==> src/rtl/apb_pkg.sv <==
// rtl/apb_pkg.sv - shared APB completer types and defaults
package apb_pkg;

    localparam int APB_DATA_W = 32;
    localparam int APB_ADDR_W = 32;

    typedef enum logic [1:0] {
        IDLE = 2'd0,
        WAIT = 2'd1,
        RESP = 2'd2
    } apb_state_t;

    typedef enum logic [1:0] {
        CAUSE_NONE   = 2'd0,
        MISALIGNED   = 2'd1,
        OUT_OF_RANGE = 2'd2,
        RO_WRITE     = 2'd3
    } apb_err_cause_t;

endpackage

==> src/rtl/apb_slave_regfile_if.sv <==
// rtl/apb_slave_regfile_if.sv - APB bus bundle between requester and completer
interface apb_slave_regfile_if #(
    parameter int DATA_WIDTH = apb_pkg::APB_DATA_W,
    parameter int ADDR_WIDTH = apb_pkg::APB_ADDR_W
) ();
    logic                  PSELx;
    logic                  PENABLE;
    logic                  PWRITE;
    logic [ADDR_WIDTH-1:0] PADDR;
    logic [DATA_WIDTH-1:0] PWDATA;
    logic [DATA_WIDTH-1:0] PRDATA;
    logic                  PREADY;
    logic                  PSLVERR;

    modport master (
        output PSELx, PENABLE, PWRITE, PADDR, PWDATA,
        input  PRDATA, PREADY, PSLVERR
    );

    modport slave (
        input  PSELx, PENABLE, PWRITE, PADDR, PWDATA,
        output PRDATA, PREADY, PSLVERR
    );
endinterface

==> src/rtl/apb_addr_decode.sv <==
// rtl/apb_addr_decode.sv - register index and legality decode of an APB address
module apb_addr_decode #(
    parameter int ADDR_WIDTH = 32,
    parameter int NUM_REGS   = 16,
    parameter int IDX_W      = $clog2(NUM_REGS)
) (
    input  logic [ADDR_WIDTH-1:0] PADDR,
    input  logic                  PWRITE,
    output logic [IDX_W-1:0]      idx,
    output logic                  legal
);
    logic misaligned;
    logic out_of_range;
    logic ro_write;

    always_comb begin
        idx          = PADDR[2 +: IDX_W];
        misaligned   = |PADDR[1:0];
        out_of_range = |(PADDR >> (2 + IDX_W));
        // Top index holds the transfer counter and is never writable
        ro_write     = PWRITE && (idx == IDX_W'(NUM_REGS - 1));
        legal        = !misaligned && !out_of_range && !ro_write;
    end
endmodule

==> src/rtl/apb_slave_regfile.sv <==
// rtl/apb_slave_regfile.sv - APB completer with register bank, wait states and transfer counter
module apb_slave_regfile
    import apb_pkg::*;
#(
    parameter int DATA_WIDTH  = APB_DATA_W,
    parameter int ADDR_WIDTH  = APB_ADDR_W,
    parameter int NUM_REGS    = 16,
    parameter int WAIT_CYCLES = 1
) (
    input  logic                PCLK,
    input  logic                PRESETn,
    apb_slave_regfile_if.slave  bus
);
    localparam int              IDX_W   = $clog2(NUM_REGS);
    localparam logic [IDX_W-1:0] CNT_IDX = IDX_W'(NUM_REGS - 1);
    localparam logic [3:0]      WAIT_LD = 4'(WAIT_CYCLES);

    apb_state_t            state;
    logic [3:0]            cnt;
    logic [DATA_WIDTH-1:0] regs [NUM_REGS];
    logic [DATA_WIDTH-1:0] prdata_q;
    logic                  pready_q;
    logic                  pslverr_q;
    logic [IDX_W-1:0]      idx;
    logic                  legal;

    apb_addr_decode #(
        .ADDR_WIDTH (ADDR_WIDTH),
        .NUM_REGS   (NUM_REGS),
        .IDX_W      (IDX_W)
    ) u_decode (
        .PADDR  (bus.PADDR),
        .PWRITE (bus.PWRITE),
        .idx    (idx),
        .legal  (legal)
    );

    assign bus.PRDATA  = prdata_q;
    assign bus.PREADY  = pready_q;
    assign bus.PSLVERR = pslverr_q;

    // The counter lives in the top array slot; writes there are decoded illegal
    always_ff @(posedge PCLK) begin
        if (!PRESETn) begin
            state     <= IDLE;
            cnt       <= '0;
            prdata_q  <= '0;
            pready_q  <= 1'b0;
            pslverr_q <= 1'b0;
            for (int i = 0; i < NUM_REGS; i++) begin
                regs[i] <= '0;
            end
        end else begin
            case (state)
                IDLE: begin
                    if (bus.PSELx && !bus.PENABLE) begin
                        state <= WAIT;
                        cnt   <= WAIT_LD;
                    end
                end
                WAIT: begin
                    if (!bus.PSELx) begin
                        state <= IDLE;
                    end else if (bus.PENABLE) begin
                        if (cnt != 4'd0) begin
                            cnt <= cnt - 4'd1;
                        end else begin
                            state     <= RESP;
                            pready_q  <= 1'b1;
                            pslverr_q <= !legal;
                            prdata_q  <= (legal && !bus.PWRITE) ? regs[idx] : '0;
                            if (legal) begin
                                if (bus.PWRITE) begin
                                    regs[idx] <= bus.PWDATA;
                                end
                                regs[CNT_IDX] <= regs[CNT_IDX] + 1'b1;
                            end
                        end
                    end
                end
                RESP: begin
                    pready_q  <= 1'b0;
                    pslverr_q <= 1'b0;
                    prdata_q  <= '0;
                    if (bus.PSELx && !bus.PENABLE) begin
                        state <= WAIT;
                        cnt   <= WAIT_LD;
                    end else begin
                        state <= IDLE;
                    end
                end
                default: state <= IDLE;
            endcase
        end
    end
endmodule

==> src/flat_wrapper.sv <==
// flat-port wrapper written by rule: the top's interface ports become plain ports
module apb_slave_regfile_flat import apb_pkg::*;
#(
    parameter int DATA_WIDTH  = APB_DATA_W,
    parameter int ADDR_WIDTH  = APB_ADDR_W,
    parameter int NUM_REGS    = 16,
    parameter int WAIT_CYCLES = 1
)
  (PCLK, PRESETn, bus_PSELx, bus_PENABLE, bus_PWRITE, bus_PADDR, bus_PWDATA, bus_PRDATA, bus_PREADY, bus_PSLVERR);
  apb_slave_regfile_if #(.DATA_WIDTH(DATA_WIDTH), .ADDR_WIDTH(ADDR_WIDTH)) bus_i ();
  input  logic PCLK;
  input  logic PRESETn;
  input wire logic [$bits(bus_i.PSELx)-1:0] bus_PSELx;
  input wire logic [$bits(bus_i.PENABLE)-1:0] bus_PENABLE;
  input wire logic [$bits(bus_i.PWRITE)-1:0] bus_PWRITE;
  input wire logic [$bits(bus_i.PADDR)-1:0] bus_PADDR;
  input wire logic [$bits(bus_i.PWDATA)-1:0] bus_PWDATA;
  output wire logic [$bits(bus_i.PRDATA)-1:0] bus_PRDATA;
  output wire logic [$bits(bus_i.PREADY)-1:0] bus_PREADY;
  output wire logic [$bits(bus_i.PSLVERR)-1:0] bus_PSLVERR;
  assign bus_i.PSELx = bus_PSELx;
  assign bus_i.PENABLE = bus_PENABLE;
  assign bus_i.PWRITE = bus_PWRITE;
  assign bus_i.PADDR = bus_PADDR;
  assign bus_i.PWDATA = bus_PWDATA;
  assign bus_PRDATA = bus_i.PRDATA;
  assign bus_PREADY = bus_i.PREADY;
  assign bus_PSLVERR = bus_i.PSLVERR;
  apb_slave_regfile #(.DATA_WIDTH(DATA_WIDTH), .ADDR_WIDTH(ADDR_WIDTH), .NUM_REGS(NUM_REGS), .WAIT_CYCLES(WAIT_CYCLES)) u_core (.PCLK(PCLK), .PRESETn(PRESETn), .bus(bus_i));
endmodule
==> config.mk <==
export PLATFORM = sky130hd
export DESIGN_NAME = apb_slave_regfile_flat
export DESIGN_NICKNAME = d
export VERILOG_FILES = /design/src/rtl/apb_pkg.sv /design/src/rtl/apb_slave_regfile_if.sv /design/src/rtl/apb_addr_decode.sv /design/src/rtl/apb_slave_regfile.sv /design/src/flat_wrapper.sv
export SDC_FILE = /design/constraint.sdc
export NUM_CORES = 1
export LEC_CHECK = 0
export CAP_MARGIN = 20
export CELL_PAD_IN_SITES_DETAIL_PLACEMENT = 0
export CELL_PAD_IN_SITES_GLOBAL_PLACEMENT = 1
export CORE_MARGIN = 10
export CORE_UTILIZATION = 30
export CTS_BUF_LIST = sky130_fd_sc_hd__clkbuf_8
export DETAILED_ROUTE_END_ITERATION = 8
export PLACE_DENSITY_LB_ADDON = 0.1
export SLEW_MARGIN = 20
export SYNTH_ARGS = -nofsm -noshare
export SYNTH_HDL_FRONTEND = slang
export SYNTH_HIERARCHICAL = 1
export SYNTH_SLANG_ARGS = --single-unit
==> constraint.sdc <==
create_clock -name PCLK -period 6.6 [get_ports PCLK]
set_input_delay 0.66 -clock PCLK [delete_from_list [all_inputs] [get_ports PCLK]]
set_output_delay 0.66 -clock PCLK [all_outputs]
set_load 0.02 [all_outputs]
### Signal wires on met1, run 1

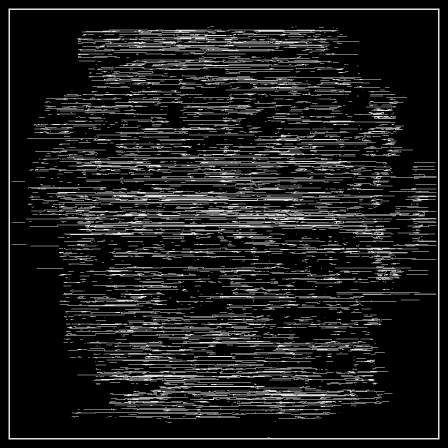
nets with wire on the layer: 1,807
share of all routed wire: 47%
longest straight run: 152 um
met1 Usage GRT: 21.8%
Vias: 14,497
drt total wl: 77.3 mm

### Signal wires on met2, run 1

Scale bar: 100 um. Cells faint in the background.
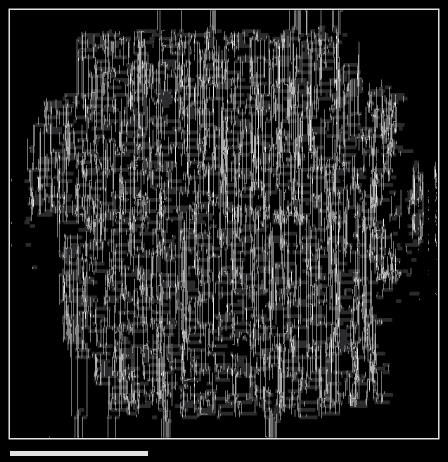
main direction: vertical
share of all routed wire: 46%
met2 Usage GRT: 24.6%

### The metal 3 layer, run 1

Scale bar: 100 um.
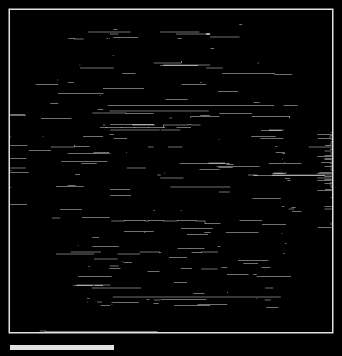
wire length on this layer: 3,990 um
longest straight run: 162 um
share of all routed wire: 5.2%

==> flow_summary_export.csv, run 1 <==
group,metric,value,unit
sta,hold_viol_final,0,
clock_network,numCtsBuffers,104,
setup_path,critPathLaunchType,"input port",
setup_path,cp-end-kind,"register",
clock_network,cts_max_level,3,
clock_network,cts_setup_buffers,0,
synth,synthTopLogicFamily,"simple AND/OR/NAND/NOR gates",
placed_design,place.gp.congestion,0.774,
setup_path,path_common_cell,"nand3_1",
sta,finClkSkew,32.5,ps
power,pwr-share-seq,51.2,%
final_layout,layout.cells.most_common,"edfxtp_1",
synth,yosysTopAreaCell,"edfxtp_1",
synth,ff_type,"edfxtp_1",
synth,synth_flop_count,552,
synth,ys_sh_simple,16.0,%
setup_path,critPathRequiredTime,6900,ps
synth,top_area_share,60.7,%
synth,fa_ha_area_share,0.148,%
synth,ys_types,54,
route,dr.pass1.iters,4,
outcome,status,"finished, final reports clean",
route,drt-initial-drc-count,1080,
synth,mux_share,14.1,%
synth,yosys_cells,1676,
global_routing,grt_usage,15.7,%
worst_hold_path,hold_depth,2,
final_layout,final_area,29700,sq um
placed_design,dp_hpwl,46.7,mm
placed_design,io_buffers,102,
setup_path,r2r_cells,7,
sta,slew_violations,0,
final_layout,lay_top_cells,"edfxtp_1 (512), and2_1 (485), mux4_2 (127)",
synth,edf_count,512,
setup_path,slowest_stage,"nand2b_2",
sta,layout_min_cycle_time,4130,ps
final_layout,nNetsFinal,1843,
sta,finalSetupViolations,0,
synth,yosysWarnings,6,
[run 1: registers in the layout, indices dropped and copies added (netlist names)]
name and flops:
u_core/bus.PREADY 1, u_core/bus.PSLVERR 1, u_core/regs 512, u_core/cnt 4, u_core/state 2, u_core/bus.PRDATA 32
[run 1: per-stage QoR]
| stage | util [%] | cells | hold WS [ps] | worst slack [ps] | power [uW] |
|---|---|---|---|---|---|
| finish | 35.5 | 2993 | 460 | 2470 | 7740 |
| global route | 35.5 | 2990 | 489 | 2290 | 8060 |
| CTS | 35.5 | 2988 | 465 | 2360 | 7880 |
| floorplan | - | 1676 | 463 | 2040 | 4290 |
| global placement | 33.0 | 2797 | 449 | 1730 | 4520 |
| detailed placement | 33.0 | 2798 | 457 | 1600 | 4520 |
[run 1: synth_stat cells (4+ instances only)]
cell / number
nand2_1: 17
nor4_2: 5
nor4_1: 8
inv_1: 9
clkbuf_1: 110
nor2_1: 62
buf_4: 7
nand4_1: 12
edfxtp_1: 512
o21ai_0: 16
nand3_1: 18
buf_1: 10
nor3_1: 5
mux2i_1: 32
mux4_2: 127
and3_1: 5
a21oi_1: 24
xor2_1: 5
a221o_1: 32
buf_2: 19
xnor2_1: 7
mux2_2: 32
and2_1: 485
dfxtp_1: 40
or4_1: 12
nand2b_1: 6
o31ai_1: 12
o41ai_1: 5
and4_1: 4
nand3b_1: 4
[run 1: layout make-up]
cell class | count | area, sq um | share of cell area (%)
inverters | 9 | 33.8 | 0.114
repair buffers | 137 | 1330 | 4.46
clock inverters | 68 | 380 | 1.28
clock buffers | 122 | 1680 | 5.65
well taps | 1134 | 1420 | 4.77
diodes | 4 | 10.0 | 0.0337
multi-input cells | 967 | 8710 | 29.3
flip-flops and latches | 552 | 16200 | 54.4
[run 1: critical path: cells and delay by family]
kind	cells	cell delay, ps
AOI/OAI and AO/OA	1	710
buffers and inverters	2	810
and+or+nand+nor	5	2210
[run 1: per-layer routing]
layer / wire length [um] / vias up
li1: - / 6478
met1: 36000 / 7551
met2: 35800 / 363
met3: 3990 / 103
met4: 1450 / 2
met5: 13 / -
[run 1: worst max path at each step]
stage	startpoint	end	slack [ps]	cells after the start
floorplan	bus_PADDR[20]	u_core/regs[10][0]	2040	6
global placement	bus_PADDR[31]	u_core/regs[9][13]	1730	8
detailed placement	bus_PADDR[20]	u_core/regs[9][13]	1600	8
CTS	bus_PADDR[20]	u_core/regs[9][17]	2360	8
global route	bus_PADDR[16]	u_core/regs[8][7]	2290	8
finish	bus_PADDR[20]	u_core/regs[8][17]	2470	8
[run 1: power by group through the flow]
| stage | Clock [uW] | Sequential, uW | Combinational (uW) |
|---|---|---|---|
| 2_1_floorplan | 0 | 4020 | 276 |
| 3_5_place_dp | 0 | 4040 | 486 |
| 6_report | 3300 | 3970 | 472 |
| 5_1_grt | 3580 | 3980 | 507 |
| 3_3_place_gp | 0 | 4040 | 485 |
| 4_1_cts | 3420 | 3970 | 487 |
## Run 2: what changed since run 1
clock period = 3.3 ns   (was 6.6 ns; I/O delays follow)
### Congestion heat map, run 2

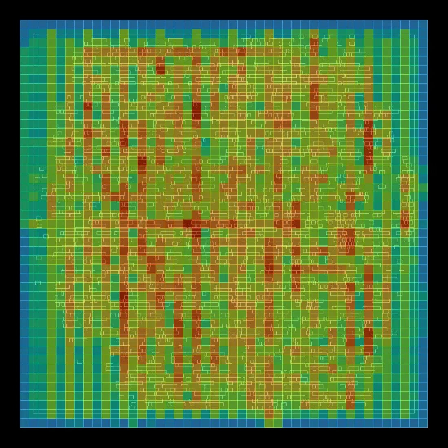
met1 Usage GRT: 22.1%
gr usage total: 15.9%
post-DR wirelength/cell: 25.5 um
final core utilization: 36.0%
met3 usage in global routing: 2.61%

==> run 2 against run 1 <==
  * Via count up 1.2%
  * Die size unchanged
  * Routed wire length up 0.26%
  * Final area up 1.3%
  * Global-route usage up 0.16 points
  * Sequential power up 99%
  * Combinational power up 120%
  * Sequential share of layout area down 0.69 points
  * Critical path type is now reg -> reg
  * Critical endpoint is now u_core/bus.PRDATA[2]
  * Highest routed layer is now met4
==> flow_summary_export.csv, run 2 <==
group,metric,value,unit
synth,edf_count,512,
synth,ff_type,"edfxtp_1",
sta,layout_min_cycle_time,2490,ps
sta,hold_viol_final,0,
final_layout,comb_area,8690,sq um
setup_path,r2r_cells,7,
setup_path,critPathRequiredTime,3920,ps
sta,timing.final.ws_setup,811,ps
synth,synth_flop_count,552,
synth,ys_types,54,
synth,ys_sh_simple,16.0,%
sta,finClkSkew,43.3,ps
placed_design,place.gp.congestion,0.761,
route,drt-initial-drc-count,1059,
setup_path,cp-end-kind,"register",
final_layout,layout.cells.most_common,"edfxtp_1",
final_layout,largest_reg_flops,512,
synth,top_cells_by_count,"edfxtp_1 (512), and2_1 (485), mux4_2 (127)",
synth,mux_share,14.1,%
setup_path,critPathCapture,"u_core/bus.PRDATA[2]",
synth,synthTopLogicFamily,"simple AND/OR/NAND/NOR gates",
synth,yosys_cells,1676,
sta,slew_violations,0,
final_layout,lay_top_cells,"edfxtp_1 (512), and2_1 (485), mux4_2 (127)",
synth,yosysTopAreaCell,"edfxtp_1",
final_layout,top_register,"u_core/regs",
setup_path,startpoint,"u_core/cnt[0]",
outcome,status,"finished, final reports clean",
clock_network,cts_setup_buffers,0,
synth,yosysWarnings,6,
### Signal wires on met1, run 2

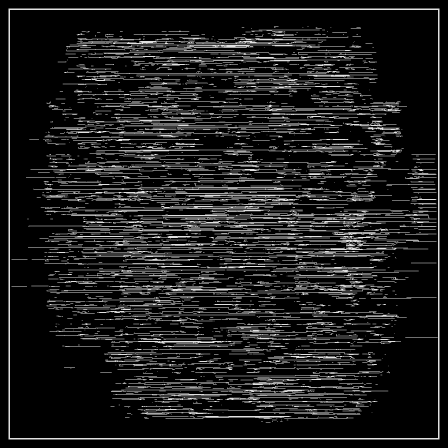
drt total wl: 77.5 mm
Vias: 14,677

run 2: logic make-up (layout without fill, tap and decap cells):
family                     count (synthesis)  count (layout)
adders and majority gates                  3               3
and+or+nand+nor                          664             664
muxes                                    192             192
DFF                                      552             552
AOI/OAI and AO/OA                         96              96
buffers and inverters                    157             380
xor gates and xnor gates                  12              12
other                                      0               3
run 2: critical path: cells and delay by family (launching register included):
kind | cells | cell delay, ps
AOI/OAI and AO/OA | 1 | 290
and+or+nand+nor | 3 | 1250
DFF | 1 | 350
buffers and inverters | 2 | 260
adders and majority gates | 1 | 230
run 2: worst min-delay path by stage:
stage | startpoint | endpoint | cells after the start
final | bus_PADDR[5] | u_core/bus.PRDATA[19] | 3
after CTS | bus_PADDR[5] | u_core/bus.PRDATA[19] | 3
after global routing | bus_PADDR[5] | u_core/bus.PRDATA[19] | 3
after detailed placement | u_core/bus.PREADY | u_core/bus.PREADY | 2
after global placement | u_core/bus.PREADY | u_core/bus.PREADY | 2
after floorplan | bus_PENABLE | u_core/state[0] | 1
run 2: power by group:
part	switching, uW	internal (uW)	leakage [uW]
sequential	76.5	7830	0.00562
combinational	592	428	0.00403
clock	2960	3120	0.00114
total	3630	11400	0.0108
run 2: per-layer routing:
metal,vias to the layer above,global-route usage (%),routed length (um)
met3,80,2.61,4190
met5,-,0,0
li1,6575,-,-
met2,404,25.6,36600
met4,0,3.84,1170
met1,7618,22.1,35500
run 2: area by class of cell:
type	count	area share (%)
flip-flops and latches	552	53.7
well taps	1134	4.71
multi-input cells	967	28.8
clock buffers	109	4.98
inverters	9	0.112
repair buffers	182	6.39
diodes	3	0.0249
clock inverters	80	1.23
run 2: metrics by stage:
stage / hold slack [ps] / power (uW) / area [sq um] / instances / utilization [%]
2_1_floorplan: 430 / 8580 / 25300 / 1676 / -
3_3_place_gp: 453 / 9090 / 28200 / 2844 / 33.7
3_5_place_dp: 463 / 9100 / 28200 / 2844 / 33.7
4_1_cts: 186 / 15300 / 30100 / 3033 / 36.0
5_1_grt: 217 / 15700 / 30100 / 3034 / 36.0
6_report: 248 / 15000 / 30100 / 3036 / 36.0
## Run 3: what changed since run 2
clock period = 2.3 ns   (was 3.3 ns; I/O delays follow)
### Signal wires on met1, run 3

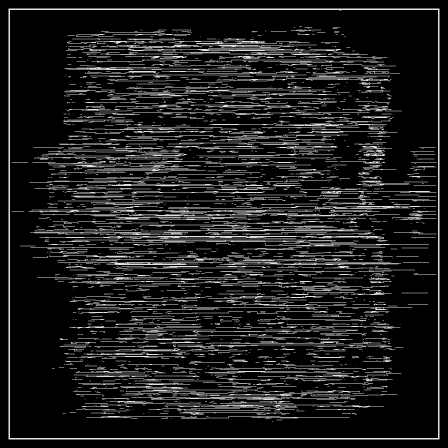
main direction: horizontal
share of all routed wire: 48%

==> run 3 against run 2 <==
  * Sequential share of layout area fell by 1.8 points
  * Synthesized cell count did not move
  * Critical path depth rose by 3
  * Die size did not move
  * Largest cell class unchanged
  * Hold slack improved by 68 ps
  * Flip-flop count did not move
  * Critical path type unchanged
  * Synthesized area did not move
  * Core utilization rose by 1.3 points
==> flow_summary_export.csv, run 3 <==
group,metric,value,unit
placed_design,place_area,29200,sq um
final_layout,final_area,31200,sq um
sta,hold_viol_final,0,
final_layout,lay_top_cells,"edfxtp_1 (512), and2_1 (485), mux4_2 (127)",
sta,grt_setup_unrepaired,"true",
synth,yosysChipArea,25300,sq um
placed_design,place.gp.congestion,0.757,
synth,yosys_cells,1676,
setup_path,r2r_cells,10,
outcome,status,"finished, final reports clean",
sta,worstMarginPinSlew,744,ps
clock_network,clk_latency,690,ps
sta,timing.final.ws_setup,77.2,ps
sta,layout_min_cycle_time,2220,ps
synth,yosysTopAreaCell,"edfxtp_1",
final_layout,largest_reg_flops,512,
sta,fmax,0.450,GHz
sta,slew_violations,0,
synth,ff_type,"edfxtp_1",
synth,ys_types,54,
sta,finClkSkew,30.5,ps
setup_path,critPathRequiredTime,2870,ps
placed_design,place_ws,-590,ps
route,drc,0,
synth,edf_count,512,
route,wl_per_cell,24.4,um
global_routing,grt_usage,15.4,%
synth,yosysWarnings,6,
floorplan,coreArea,83700,sq um
final_layout,top_register,"u_core/regs",
clock_network,cts-root-buf,"clkbuf_8",
route,drt-initial-drc-count,812,
floorplan,dieArea,96400,sq um
synth,top_cells_by_count,"edfxtp_1 (512), and2_1 (485), mux4_2 (127)",
synth,synth_flop_count,552,
sta,finalClockPeriodUsage,96.6,%
final_layout,layout.cells.most_common,"edfxtp_1",
worst_hold_path,hold_depth,5,
setup_path,cp-end-kind,"register",
### M4 wires, run 3

Cells faint in the background.
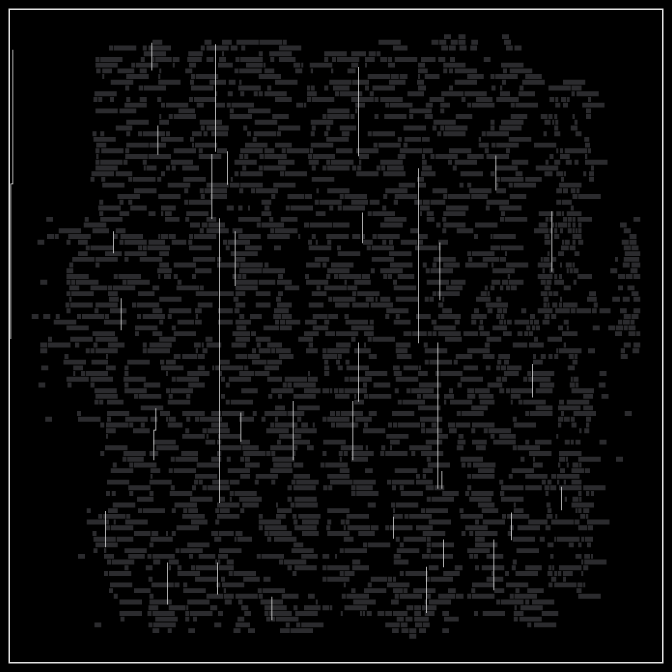
nets with wire on the layer: 10
longest straight run: 135 um
share of all routed wire: 1.4%
wire length on this layer: 1,030 um
main direction: vertical
drt total wl: 75.7 mm
Vias: 14,679

-- run 3: stage by stage --
step / hold slack, ps / instances / util [%] / power, uW
2_1_floorplan: 330 / 1676 / - / 12300
3_3_place_gp: 454 / 2900 / 34.9 / 13200
3_5_place_dp: 462 / 2900 / 34.9 / 13200
4_1_cts: 239 / 3089 / 37.2 / 22300
5_1_grt: 303 / 3092 / 37.2 / 22900
6_report: 316 / 3100 / 37.3 / 21900
-- run 3: worst max-delay path: stages (launching register included) --
cell       delay (ps)
dfxtp_1           340
inv_1              70
ha_1              210
and4bb_2          270
buf_4             160
buf_4             140
nand4_1           140
buf_4             200
clkbuf_16         210
nor2_1             90
a221o_1           250
-- run 3: cell families after synthesis --
| logic type | share of synthesized area [%] |
|---|---|
| AOI/OAI and AO/OA | 2.83 |
| buffers and inverters | 2.58 |
| DFF | 63.9 |
| xor gates and xnor gates | 0.415 |
| and+or+nand+nor | 16.0 |
| muxes | 14.1 |
| adders and majority gates | 0.148 |
-- run 3: final timing paths --
path / start / to
setup / recovery: u_core/cnt[0] / u_core/bus.PRDATA[24]
hold / removal: bus_PADDR[3] / u_core/bus.PRDATA[20]
setup reg to reg: u_core/cnt[0] / u_core/bus.PRDATA[24]
hold reg to reg: u_core/bus.PREADY / u_core/bus.PREADY
-- run 3: what timing repair did --
item                       CTS  global route
cloned                       0             1
pin swaps                    0             2
buffers inserted             0             1
hold endpoints to repair     1             0
hold buffers                 1             0
gates resized                1             3
setup endpoints to repair    3           130
-- run 3: where the power goes --
| group | switching, uW | internal [uW] | leakage, uW |
|---|---|---|---|
| Sequential | 101 | 11200 | 0.00562 |
| Combinational | 878 | 716 | 0.00452 |
| Clock | 4240 | 4760 | 0.00111 |
| Total | 5220 | 16700 | 0.0112 |
-- run 3: final cells by class --
cell class,count,area (sq um),share of cell area [%]
multi-input cells,967,8760,28.1
repair buffers,241,2850,9.14
diodes,9,22.5,0.0722
clock buffers,111,1530,4.90
inverters,9,33.8,0.108
well taps,1134,1420,4.55
flip-flops and latches,552,16200,51.9
clock inverters,77,402,1.29
-- run 3: per-layer routing --
| layer | track usage [%] | part of all wire (%) |
|---|---|---|
| met1 | 21.8 | 48 |
| met2 | 24.3 | 47 |
| met3 | 2.41 | 3.9 |
| met4 | 3.90 | 1.4 |
| met5 | 0 | 0 |
Power and IR drop assume default switching activity.
